File: config.mk
export PLATFORM = sky130hd
export DESIGN_NAME = mux_rr_arbiter_flat
export DESIGN_NICKNAME = d
export VERILOG_FILES = /design/src/rtl/mux_rr_arbiter_if.sv /design/src/rtl/mux_rr_arbiter.sv /design/src/flat_wrapper.sv
export SDC_FILE = /design/constraint.sdc
export NUM_CORES = 1
export LEC_CHECK = 0
export ABC_AREA = 1
export CAP_MARGIN = 40
export CELL_PAD_IN_SITES_DETAIL_PLACEMENT = 1
export CELL_PAD_IN_SITES_GLOBAL_PLACEMENT = 2
export CORE_MARGIN = 8
export CORE_UTILIZATION = 34
export DETAILED_ROUTE_END_ITERATION = 10
export DONT_BUFFER_PORTS = 1
export PLACE_DENSITY = 0.87
export SLEW_MARGIN = 20
export SYNTH_ARGS = -nofsm -noshare
export SYNTH_HDL_FRONTEND = slang
export SYNTH_SLANG_ARGS = --single-unit
File: constraint.sdc
create_clock -name clk -period 4 [get_ports clk]
set_clock_uncertainty 0.1 [all_clocks]
set_input_delay 0.6 -clock clk [delete_from_list [all_inputs] [get_ports clk]]
set_output_delay 0.6 -clock clk [all_outputs]
set_load 0.01 [all_outputs]
File: src/rtl/mux_rr_arbiter_if.sv
`default_nettype none
// ----------------------------------------------------------------------------
// mux_rr_arbiter_if: request/data/grant bundle of the shared 1-bit mux path. Rev 1.0
// ----------------------------------------------------------------------------
interface mux_rr_arbiter_if #(
  parameter int NREQ = 4,
  parameter int SELW = 2
);
  logic [NREQ-1:0] req;
  logic [NREQ-1:0] din;
  logic [NREQ-1:0] gnt;
  logic [SELW-1:0] sel;
  logic            dout;
  logic            dout_vld;
  logic            busy;

  // Requester side drives req/din and observes the arbitration result.
  modport master (
    output req,
    output din,
    input  gnt,
    input  sel,
    input  dout,
    input  dout_vld,
    input  busy
  );

  modport slave (
    input  req,
    input  din,
    output gnt,
    output sel,
    output dout,
    output dout_vld,
    output busy
  );
endinterface
`default_nettype wire

File: src/rtl/mux_rr_arbiter.sv
`default_nettype none
// ----------------------------------------------------------------------------
// mux_rr_arbiter: round-robin grant of one shared 1-bit mux line, hold-capped. Rev 1.0
// ----------------------------------------------------------------------------
module mux_rr_arbiter #(
  parameter int NREQ     = 4,
  parameter int SELW     = 2,
  parameter int MAX_HOLD = 4,
  parameter int CNTW     = 2
) (
  input wire              clk,
  input wire              rst_n,
  mux_rr_arbiter_if.slave bus
);

  localparam logic [CNTW-1:0] HOLD_LAST = CNTW'(MAX_HOLD - 1);
  localparam logic [SELW-1:0] PTR_RST   = SELW'(NREQ - 1);

  typedef enum logic [0:0] {
    S_IDLE  = 1'b0,
    S_GRANT = 1'b1
  } state_e;

  state_e          state_q, state_d;
  logic [SELW-1:0] ptr_q, ptr_d;
  logic [SELW-1:0] sel_q, sel_d;
  logic [NREQ-1:0] gnt_q, gnt_d;
  logic [CNTW-1:0] hold_cnt_q, hold_cnt_d;

  logic [SELW-1:0] pick_base;
  logic [SELW-1:0] pick_cand;
  logic [SELW-1:0] pick_idx;
  logic            pick_vld;
  logic            release_grant;
  logic            grant_live;

  // Scan base: the last winner, so the scan starts just after it.
  always_comb begin
    pick_base = (state_q == S_GRANT) ? sel_q : ptr_q;
  end

  // Descending loop so the nearest candidate after the base is assigned last and wins.
  always_comb begin
    pick_vld  = 1'b0;
    pick_idx  = '0;
    pick_cand = '0;
    for (int k = NREQ; k >= 1; k--) begin
      pick_cand = pick_base + SELW'(k);
      if (bus.req[pick_cand]) begin
        pick_vld = 1'b1;
        pick_idx = pick_cand;
      end
    end
  end

  always_comb begin
    release_grant = !bus.req[sel_q] || (hold_cnt_q == HOLD_LAST);
  end

  always_comb begin
    state_d    = state_q;
    ptr_d      = ptr_q;
    sel_d      = sel_q;
    gnt_d      = gnt_q;
    hold_cnt_d = hold_cnt_q;
    case (state_q)
      S_IDLE: begin
        if (pick_vld) begin
          state_d           = S_GRANT;
          ptr_d             = pick_idx;
          sel_d             = pick_idx;
          gnt_d             = '0;
          gnt_d[pick_idx]   = 1'b1;
          hold_cnt_d        = '0;
        end
      end
      S_GRANT: begin
        if (release_grant) begin
          if (pick_vld) begin
            // Back-to-back hand-over: no idle bubble between grants.
            ptr_d           = pick_idx;
            sel_d           = pick_idx;
            gnt_d           = '0;
            gnt_d[pick_idx] = 1'b1;
            hold_cnt_d      = '0;
          end else begin
            state_d    = S_IDLE;
            gnt_d      = '0;
            hold_cnt_d = '0;
          end
        end else begin
          hold_cnt_d = hold_cnt_q + CNTW'(1);
        end
      end
      default: begin
        state_d    = S_IDLE;
        gnt_d      = '0;
        hold_cnt_d = '0;
      end
    endcase
  end

  always_ff @(posedge clk or negedge rst_n) begin
    if (!rst_n) begin
      state_q    <= S_IDLE;
      ptr_q      <= PTR_RST;
      sel_q      <= '0;
      gnt_q      <= '0;
      hold_cnt_q <= '0;
    end else begin
      state_q    <= state_d;
      ptr_q      <= ptr_d;
      sel_q      <= sel_d;
      gnt_q      <= gnt_d;
      hold_cnt_q <= hold_cnt_d;
    end
  end

  // Data is only valid while the granted requester still asserts req.
  always_comb begin
    grant_live = (state_q == S_GRANT) && bus.req[sel_q];
  end

  assign bus.gnt      = gnt_q;
  assign bus.sel      = sel_q;
  assign bus.busy     = (state_q == S_GRANT);
  assign bus.dout_vld = grant_live;
  assign bus.dout     = grant_live & bus.din[sel_q];

endmodule
`default_nettype wire
File: src/flat_wrapper.sv
// flat-port wrapper written by rule: the top's interface ports become plain ports
module mux_rr_arbiter_flat 
#(
  parameter int NREQ     = 4,
  parameter int SELW     = 2,
  parameter int MAX_HOLD = 4,
  parameter int CNTW     = 2
)
  (clk, rst_n, bus_req, bus_din, bus_gnt, bus_sel, bus_dout, bus_dout_vld, bus_busy);
  mux_rr_arbiter_if #(.NREQ(NREQ), .SELW(SELW)) bus_i ();
  input wire clk;
  input wire rst_n;
  input wire logic [$bits(bus_i.req)-1:0] bus_req;
  input wire logic [$bits(bus_i.din)-1:0] bus_din;
  output wire logic [$bits(bus_i.gnt)-1:0] bus_gnt;
  output wire logic [$bits(bus_i.sel)-1:0] bus_sel;
  output wire logic [$bits(bus_i.dout)-1:0] bus_dout;
  output wire logic [$bits(bus_i.dout_vld)-1:0] bus_dout_vld;
  output wire logic [$bits(bus_i.busy)-1:0] bus_busy;
  assign bus_i.req = bus_req;
  assign bus_i.din = bus_din;
  assign bus_gnt = bus_i.gnt;
  assign bus_sel = bus_i.sel;
  assign bus_dout = bus_i.dout;
  assign bus_dout_vld = bus_i.dout_vld;
  assign bus_busy = bus_i.busy;
  mux_rr_arbiter #(.NREQ(NREQ), .SELW(SELW), .MAX_HOLD(MAX_HOLD), .CNTW(CNTW)) u_core (.clk(clk), .rst_n(rst_n), .bus(bus_i));
endmodule
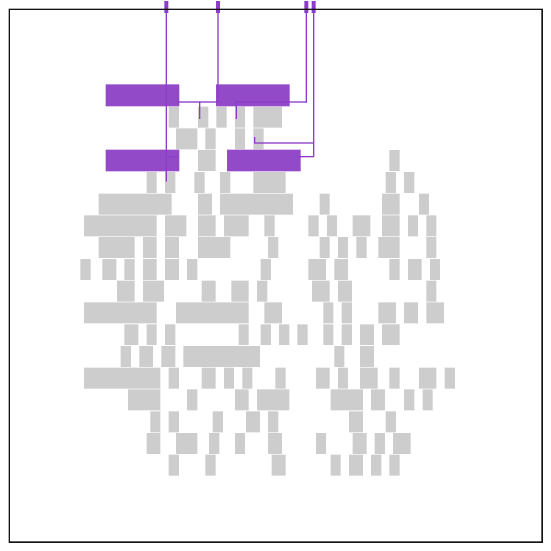
*Wires at chosen ports, followed through buffers, run 1*
(8 px per um)
purple -> `bus_gnt`  # bits 4, direction output, end cells 4, buffers 0, wire 90.9 um
IO buf count: 0
# IOs: 19

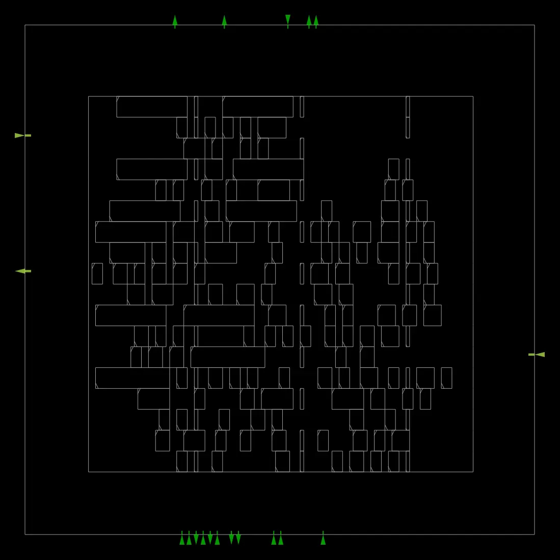
*Cell outlines without signal wires, run 1*
Final Core Density: 38.2%
Well Taps: 30
register share of the cell area: 29.6%
Std-Cell Rows: 18
core area: 2450 um^2

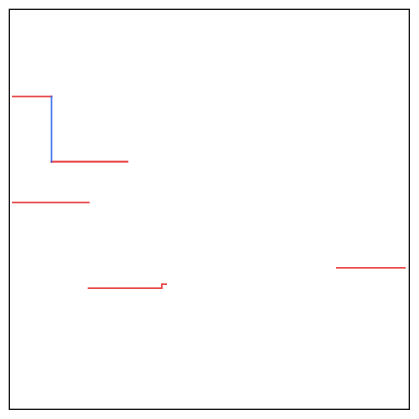
*Metal layers overlaid, run 1*
(6 px per um) Two of the layers only.
red -> metal 3  # wire length 56.6 um
blue -> metal 4  # wire length 10.9 um

==> changes_impl.md, run 1 <==
## Flow update

- Routed length on met1: 973 um
- Seq cells post-synth: 11
- Num CTS Buffers: 3
- CP Depth: 6
- Synth warn: 0
- CP Data Required Time: 3300 ps
- Setup crit end: bus_dout
- Clock-pin transition on the worst setup and hold timing paths: 70 ps
- Die Ht: 66.4 um
- Max clock buf depth: 2
- Synth Area in Simple Gates: 48.8%
- Most used routing layer: met2
- Mux share: 0%
- Critical path type: register to output port
- Top cell excl fill/tap: nand2_1
- CP arrival: 1660 ps
- RSZ-0062 raised after global routing: no
- Routed vias/inst: 4.90
- # diodes: 0
- Commonest non-fill, non-tap cells in the layout: nand2_1 (48), nand3_1 (15), nand2_2 (13)
- Hold WC Path Type: primary input to async pin
- Max Clk Rate: 423 MHz
- Worst reg2reg startpoint: u_core.bus.sel[0]$_DFFE_PN0P_
- Drt total wl: 2.23 mm
- Final Non-Filler Cells: 167
- Pre-CTS WS: 1920 ps
- Main flop type: dfrtp_1
- Post-DP HPWL: 1.88 mm
- Postcts setup bufs: 0
- Crit path launch: u_core.bus.sel[0]$_DFFE_PN0P_
- Most frequent cell after synthesis: nand2_1
- Slew Viols, Final: 0
- XORs/XNORs by Area: 0%
- CP peak stage delay: 560 ps
- Dpl cell area: 902 um^2
- Fillers: 327
- Status: finished, final reports clean
- Ao+oa area frac: 9.70%
- Area share, top type: 26.0%
- Number of non-clock buffers: 1
- Met3 Use GR: 2.20%
- M1 GR Usage: 12.5%
- Vias in the first global route: 881
- Crit path capture type: output port
- GRT Util Overall: 11.5%
- Final cell area excluding filler cells: 938 um^2
- Hold violation total from the final report: 0
- Layout cells sized above 1: 22.6%
- EDFF count, synth: 0
- CP cell instances: inv_2, a21oi_1, o21ai_0, nand2_1, inv_1, a211oi_1
- WL per Instance: 13.3 um
- Worst skew pair latency: 260 ps
- First-pass DRT Iterations: 3
- Final setup margin: 1640 ps
- Period utilization: 59.1%
- TritonCTS clock tree: done
- First-pass GRT wire length: 4.02 mm
- # Cells Yosys: 132
- Clock tree root driver cell: clkbuf_4
==> run 1 -> run 2 <==
--- a/config.mk
+++ b/config.mk
@@ -10,10 +10,10 @@
 export CELL_PAD_IN_SITES_DETAIL_PLACEMENT = 1
 export CELL_PAD_IN_SITES_GLOBAL_PLACEMENT = 2
 export CORE_MARGIN = 8
-export CORE_UTILIZATION = 34
+export CORE_UTILIZATION = 32
 export DETAILED_ROUTE_END_ITERATION = 10
 export DONT_BUFFER_PORTS = 1
-export PLACE_DENSITY = 0.87
+export PLACE_DENSITY = 0.83
 export SLEW_MARGIN = 20
 export SYNTH_ARGS = -nofsm -noshare
 export SYNTH_HDL_FRONTEND = slang
==> constraint.sdc (replaced) <==
create_clock -name clk -period 2.2 [get_ports clk]
set_clock_uncertainty 0.1 [all_clocks]
set_input_delay 0.33 -clock clk [delete_from_list [all_inputs] [get_ports clk]]
set_output_delay 0.33 -clock clk [all_outputs]
set_load 0.01 [all_outputs]
==> run 2 against run 1 <==
Net effect:
- critical path type unchanged
- first-iteration DRC count rose by 6.3%
- via count is 3.3% higher
- die size up 4.7%
- cell area up 1.2%
- non-clock buffer count grew 1
- largest cell class unchanged
- sequential cell count is the same
- worst hold slack gained 300 ps
==> changes_impl.md, run 2 <==
## Flow update

- Status: finished, final reports clean (unchanged)
- Multi-input gates: 104 (unchanged)
- Synth warn: 0 (unchanged)
- Synth Area in Simple Gates: 48.8% (unchanged)
- Crit path capture type: output port (unchanged)
- Crit path launch: u_core.bus.sel[0]$_DFFE_PN0P_ (unchanged)
- Max Clk Rate: 489 MHz
- # diodes: 0 (unchanged)
- Area share, top type: 26.0% (unchanged)
- Pre-CTS WS: 211 ps (was 1920 ps)
- Dpl cell area: 911 um^2 (was 902 um^2)
- Number of non-clock buffers: 2 (was 1)
- Mux share: 0% (unchanged)
- Post-DP HPWL: 2.03 mm (was 1.88 mm)
- WL per Instance: 14.8 um (was 13.3 um)
- Layout cells sized above 1: 25.4% (was 22.6%)
- Logic share of the area: 54.5% (was 55.2%)
- TritonCTS clock tree: done (unchanged)
- Top cell excl fill/tap: nand2_1 (unchanged)
- Max clock buf depth: 2 (unchanged)
- Final cell area excluding filler cells: 950 um^2 (was 938 um^2)
- Vias in the first global route: 917 (was 881)
- CP arrival: 1620 ps (was 1660 ps)
- Syn Std Cell Area: 865 um^2 (unchanged)
- Postcts setup bufs: 0 (unchanged)
- CP peak stage delay: 490 ps (was 560 ps)
- Routed length on met1: 1.08 mm (was 973 um)
- Well Taps: 31 (was 30)
- CP max-delay cell: dfrtp_2 (was dfrtp_1)
- Fillers: 369 (was 327)
- EDFF count, synth: 0 (unchanged)
- Worst skew pair latency: 270 ps (was 260 ps)
- Post-CTS sizing: 0 (unchanged)
- R2R cell count: 12 (was 11)
- # Cells Yosys: 132 (unchanged)
- Std-Cell Rows: 19 (was 18)
- XORs/XNORs by Area: 0% (unchanged)
- Avg Cell Area, Syn: 6.55 um^2 (unchanged)
- GRT Util Overall: 11.8% (was 11.5%)
- Setup crit end: bus_dout (unchanged)
- Routability Congestion: 0.779 (was 0.784)
- Clock tree root driver cell: clkbuf_4 (unchanged)
- IO buf count: 0 (unchanged)
- Fp_density: 32.5% (was 35.2%)
- Most frequent cell after synthesis: nand2_1 (unchanged)
- Hold violation total from the final report: 0 (unchanged)
- Met3 Use GR: 1.64% (was 2.20%)
- # IOs: 19 (unchanged)
- Final Core Density: 35.7% (was 38.2%)
- Routed vias/inst: 5.01 (was 4.90)
- DR top layer: met4 (unchanged)
- Top cell category: multi-input combinational cells (unchanged)
- WP buf/inv: 2 (unchanged)
- RSZ-0062 raised after global routing: no (unchanged)
- Seq cells post-synth: 11 (unchanged)
- M1 GR Usage: 13.8% (was 12.5%)
- CP Depth: 6 (unchanged)
- Ao+oa area frac: 9.70% (unchanged)
- Hold WC Path Type: primary input to async pin (unchanged)
- Register share of the cell area: 29.5% (was 29.6%)
- First-pass GRT wire length: 4.20 mm (was 4.02 mm)
- Main flop type: dfrtp_1 (unchanged)
- Slew Viols, Final: 0 (unchanged)
- Period utilization: 93.0%
- Die Ht: 68.0 um (was 66.4 um)
- Core area: 2660 um^2 (was 2450 um^2)
- Num CTS Buffers: 3 (unchanged)
- Final Non-Filler Cells: 169 (was 167)
- Worst reg2reg startpoint: u_core.bus.busy$_DFF_PN0_ (was u_core.bus.sel[0]$_DFFE_PN0P_)
- Synth Net Count: 143 (unchanged)
- First-pass DRT Iterations: 4 (was 3)
- CP Data Required Time: 1770 ps (was 3300 ps)
- Drt total wl: 2.50 mm (was 2.23 mm)
- Final setup margin: 155 ps (was 1640 ps)
- Critical path type: register to output port (unchanged)
- Dominant combinational family: simple AND/OR/NAND/NOR gates (unchanged)
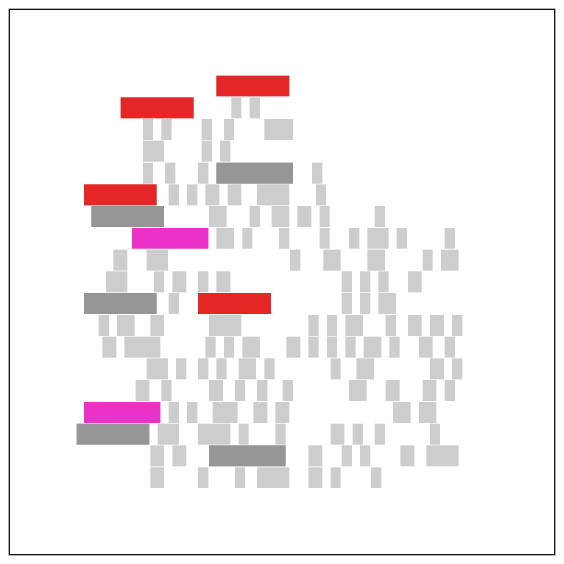
*Sequential cells grouped by signal name, run 2*
(8 px per um) Other sequential cells in the stronger grey, the rest of the logic in the fainter grey.
red -> `u_core.bus.gnt`  # flops 4
magenta -> `u_core.ptr_q`  # flops 2
not coloured = 5

